### config.mk
export PLATFORM = sky130hd
export DESIGN_NAME = score_sequencer_flat
export DESIGN_NICKNAME = d
export VERILOG_FILES = /design/src/rtl/score_pkg.sv /design/src/rtl/score_sequencer_if.sv /design/src/rtl/score_sequencer_tick_timer.sv /design/src/rtl/score_sequencer.sv /design/src/flat_wrapper.sv
export SDC_FILE = /design/constraint.sdc
export NUM_CORES = 1
export LEC_CHECK = 0
export CAP_MARGIN = 20
export CELL_PAD_IN_SITES_DETAIL_PLACEMENT = 0
export CELL_PAD_IN_SITES_GLOBAL_PLACEMENT = 1
export CORE_MARGIN = 1.5
export CORE_UTILIZATION = 37
export DETAILED_ROUTE_END_ITERATION = 8
export PLACE_DENSITY_LB_ADDON = 0.1
export REMOVE_ABC_BUFFERS = 1
export SETUP_SLACK_MARGIN = 0.4
export SLEW_MARGIN = 20
export SYNTH_ARGS = -nofsm -noshare
export SYNTH_HDL_FRONTEND = slang
export SYNTH_HIERARCHICAL = 1
export SYNTH_SLANG_ARGS = --single-unit
### constraint.sdc
create_clock -name clk -period 3.68 [get_ports clk]
set_clock_uncertainty 0.1 [all_clocks]
set_input_delay 0.736 -clock clk [delete_from_list [all_inputs] [get_ports clk]]
set_output_delay 0.736 -clock clk [all_outputs]
set_load 0.005 [all_outputs]
### src/rtl/score_pkg.sv
// Shared definitions for the piano score sequencer: entry layout, opcodes,
// silence word and FSM state encodings.
package score_pkg;

    localparam int DUR_W = 10;

    localparam logic [1:0] OP_PLAY = 2'b00;
    localparam logic [1:0] OP_END  = 2'b01;
    localparam logic [1:0] OP_LOOP = 2'b10;
    localparam logic [1:0] OP_RSVD = 2'b11;

    localparam logic [31:0] SILENCE = 32'h000F_0000;

    localparam logic [1:0] ST_IDLE  = 2'd0;
    localparam logic [1:0] ST_FETCH = 2'd1;
    localparam logic [1:0] ST_LOAD  = 2'd2;
    localparam logic [1:0] ST_HOLD  = 2'd3;

    // One score entry, MSB first: op[31:30], duration[29:20], hush[19:16], notes[15:0]
    typedef struct packed {
        logic [1:0]       op;
        logic [DUR_W-1:0] dur;
        logic [3:0]       hush;
        logic [15:0]      notes;
    } score_entry_t;

    function automatic logic [31:0] chord_word(input score_entry_t e);
        return {12'h000, e.hush, e.notes};
    endfunction

endpackage

### src/rtl/score_sequencer_if.sv
// Score memory read port: sequencer issues enable/address, ROM answers one
// cycle later with the entry.
interface score_sequencer_if #(parameter int ADDR_W = 8);

    logic              mem_en;
    logic [ADDR_W-1:0] mem_addr;
    logic [31:0]       mem_data;

    modport master (output mem_en, output mem_addr, input mem_data);
    modport slave  (input mem_en, input mem_addr, output mem_data);

endinterface

### src/rtl/score_sequencer_tick_timer.sv
// Tempo prescaler plus duration down-counter; expire pulses on the last cycle
// of a D-tick hold so the sequencer can leave HOLD on the following edge.
module tick_timer #(
    parameter int TICK_CYCLES = 100000,
    parameter int DUR_W       = 10
) (
    input  logic             clk,
    input  logic             rst_n,
    input  logic             load,
    input  logic             run,
    input  logic [DUR_W-1:0] dur,
    output logic             expire
);

    localparam int PRESC_W = (TICK_CYCLES > 1) ? $clog2(TICK_CYCLES) : 1;
    localparam logic [PRESC_W-1:0] PRESC_MAX = PRESC_W'(TICK_CYCLES - 1);

    logic [PRESC_W-1:0] presc_reg;
    logic [DUR_W-1:0]   dur_reg;

    always_ff @(posedge clk or negedge rst_n) begin
        if (!rst_n) begin
            presc_reg <= '0;
            dur_reg   <= '0;
        end else if (load) begin
            presc_reg <= PRESC_MAX;
            // A zero duration still plays for one tick
            dur_reg   <= (dur == '0) ? DUR_W'(1) : dur;
        end else if (run) begin
            if (presc_reg == '0) begin
                presc_reg <= PRESC_MAX;
                dur_reg   <= dur_reg - 1'b1;
            end else begin
                presc_reg <= presc_reg - 1'b1;
            end
        end
    end

    assign expire = run && (presc_reg == '0) && (dur_reg == DUR_W'(1));

endmodule

### src/rtl/score_sequencer.sv
// Score sequencer: walks the score ROM entry by entry and drives the 32-bit
// piano control word, holding each chord for its programmed number of ticks.
module score_sequencer
    import score_pkg::*;
#(
    parameter int ADDR_W      = 8,
    parameter int TICK_CYCLES = 100000
) (
    input  logic                      clk,
    input  logic                      rst_n,
    input  logic                      start,
    input  logic                      stop,
    score_sequencer_if.master         mem,
    output logic [31:0]               control,
    output logic                      busy,
    output logic                      done
);

    logic [1:0]        state_reg;
    logic [ADDR_W-1:0] addr_reg;
    logic [31:0]       control_reg;
    logic              done_reg;
    logic              played_reg;

    score_entry_t entry;
    logic         tick_load;
    logic         tick_run;
    logic         tick_expire;

    assign entry     = mem.mem_data;
    assign tick_load = (state_reg == ST_LOAD) && (entry.op == OP_PLAY) && !stop;
    assign tick_run  = (state_reg == ST_HOLD);

    tick_timer #(
        .TICK_CYCLES (TICK_CYCLES),
        .DUR_W       (DUR_W)
    ) u_tick_timer (
        .clk    (clk),
        .rst_n  (rst_n),
        .load   (tick_load),
        .run    (tick_run),
        .dur    (entry.dur),
        .expire (tick_expire)
    );

    assign mem.mem_en   = (state_reg == ST_FETCH);
    assign mem.mem_addr = addr_reg;
    assign control      = control_reg;
    assign busy         = (state_reg != ST_IDLE);
    assign done         = done_reg;

    always_ff @(posedge clk or negedge rst_n) begin
        if (!rst_n) begin
            state_reg   <= ST_IDLE;
            addr_reg    <= '0;
            control_reg <= SILENCE;
            done_reg    <= 1'b0;
            played_reg  <= 1'b0;
        end else begin
            done_reg <= 1'b0;
            if (stop && (state_reg != ST_IDLE)) begin
                state_reg   <= ST_IDLE;
                addr_reg    <= '0;
                control_reg <= SILENCE;
                played_reg  <= 1'b0;
            end else begin
                case (state_reg)
                    ST_IDLE: begin
                        if (start && !stop) begin
                            state_reg  <= ST_FETCH;
                            addr_reg   <= '0;
                            played_reg <= 1'b0;
                        end
                    end
                    ST_FETCH: state_reg <= ST_LOAD;
                    ST_LOAD: begin
                        if (entry.op == OP_PLAY) begin
                            control_reg <= chord_word(entry);
                            addr_reg    <= addr_reg + 1'b1;
                            played_reg  <= 1'b1;
                            state_reg   <= ST_HOLD;
                        end else if ((entry.op == OP_LOOP) && played_reg) begin
                            addr_reg   <= '0;
                            played_reg <= 1'b0;
                            state_reg  <= ST_FETCH;
                        end else begin
                            // END, reserved op, or a LOOP with nothing played since the last one
                            control_reg <= SILENCE;
                            done_reg    <= 1'b1;
                            addr_reg    <= '0;
                            played_reg  <= 1'b0;
                            state_reg   <= ST_IDLE;
                        end
                    end
                    ST_HOLD: begin
                        if (tick_expire) begin
                            state_reg <= ST_FETCH;
                        end
                    end
                    default: state_reg <= ST_IDLE;
                endcase
            end
        end
    end

endmodule

### src/flat_wrapper.sv
// flat-port wrapper written by rule: the top's interface ports become plain ports
module score_sequencer_flat import score_pkg::*;
#(
    parameter int ADDR_W      = 8,
    parameter int TICK_CYCLES = 100000
)
  (clk, rst_n, start, stop, control, busy, done, mem_mem_en, mem_mem_addr, mem_mem_data);
  score_sequencer_if #(.ADDR_W(ADDR_W)) mem_i ();
  input  logic clk;
  input  logic rst_n;
  input  logic start;
  input  logic stop;
  output logic [31:0] control;
  output logic busy;
  output logic done;
  output wire logic [$bits(mem_i.mem_en)-1:0] mem_mem_en;
  output wire logic [$bits(mem_i.mem_addr)-1:0] mem_mem_addr;
  input wire logic [$bits(mem_i.mem_data)-1:0] mem_mem_data;
  assign mem_mem_en = mem_i.mem_en;
  assign mem_mem_addr = mem_i.mem_addr;
  assign mem_i.mem_data = mem_mem_data;
  score_sequencer #(.ADDR_W(ADDR_W), .TICK_CYCLES(TICK_CYCLES)) u_core (.clk(clk), .rst_n(rst_n), .start(start), .stop(stop), .mem(mem_i), .control(control), .busy(busy), .done(done));
endmodule
==> flow_metrics.py <==
# Generated from Yosys and OpenROAD reports
metrics = {
    "route": {
        "met1Wirelength_um": 3849,
        "wl_um": 8035,
    },
    "clock_tree": {
        "htree_num_levels": 3,
        "cts_inserted_buffers": 9,
        "cts_tree": "built",
        "cts_setup_buffers": 0,
    },
    "floorplan": {
        "die_y_um": 97.47,
        "rows": 34,
        "fp_util_pct": 38.05,
        "die_x_um": 97.47,
    },
    "final_layout": {
        "drive_above_1_share_pct": 11.14,
        "clock_buffers": 10,
        "fillCellCount": 882,
        "seqCellArea_um2": 1481,
        "n_all_inverters": 9,
        "layout.nets": 480,
        "final-comb-area_um2": 1677,
        "syn_to_final_growth_pct": 29.03,
        "clkCellAreaFrac_pct": 4.347,
    },
    "sta": {
        "max_freq_ghz": 0.3434,
        "tns_ns": 0,
        "setup_ws_ns": 0.7680,
        "slew_headroom_pct": 33.15,
    },
    "yosys": {
        "top_cells_by_area": "dfrtp_1, nand2_1, o21ai_0",
        "yosysWarnings": 6,
        "synth-adder-area-share_pct": 3.410,
        "yosys-stat-area_um2": 3302,
        "ys_cells": 364,
        "yosysUniqueCellTypes": 57,
        "most_common_cell": "nand2_1",
        "mux_area_share_pct": 0.6442,
    },
    "worst_setup_path": {
        "cp.depth": 7,
        "cpLargestDelayFamily": "simple AND/OR/NAND/NOR gates",
        "worstPathCellList": "clkdlybuf4s50_1, or3b_1, nor2_1, nor2_1, nand3b_1, or4_1, nand3_1",
        "max_stage_delay_ns": 0.56,
        "startpoint_type": "primary input",
    },
    "power_and_ir_drop": {
        "swShare_pct": 36.60,
        "p_sw_mw": 0.9588,
        "pwr-share-comb_pct": 36.8,
        "largestPowerGroup": "sequential cells",
        "seq_power_share_pct": 41.4,
        "clk-power_mw": 0.570,
        "total_power_mw": 2.620,
    },
    "worst_hold_path": {
        "hold_path.class": "in -> async",
    },
    "global_route": {
        "grt_max_degree": 46,
        "use_met1_pct": 24.10,
        "grt_pass1_vias": 2730,
    },
    "placed_design": {
        "placed_cells": 532,
    },
    "status": {
        "status": "finished clean",
    },
}
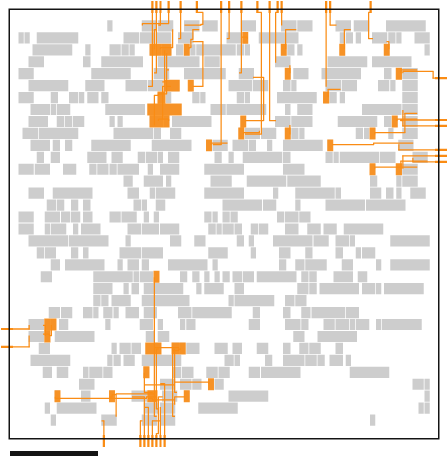
(nets reached from selected ports)
Scale bar: 20 um.
Key: mem_mem_data = orange [direction input, end cells 39, buffers 32, wire 689 um]
I/O Buffers: 66
I/O pin count: 79

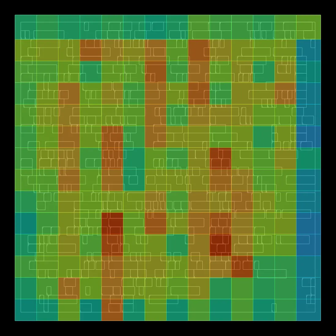
(routing congestion)
met2 usage in global routing: 28.15%
met3 usage: 3.165%
Most Crowded Layer GR: met2

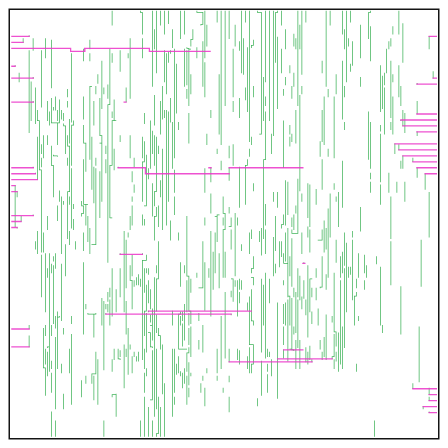
(routed metal, one color a layer)
Two of the layers only.
Key: M3 = magenta [wire length 316 um]; M2 = green [wire length 3770 um]
DR WL/cell: 14.66 um
gr usage total: 17.60%
via count: 2841

Power is estimated from default activity; no workload was simulated.
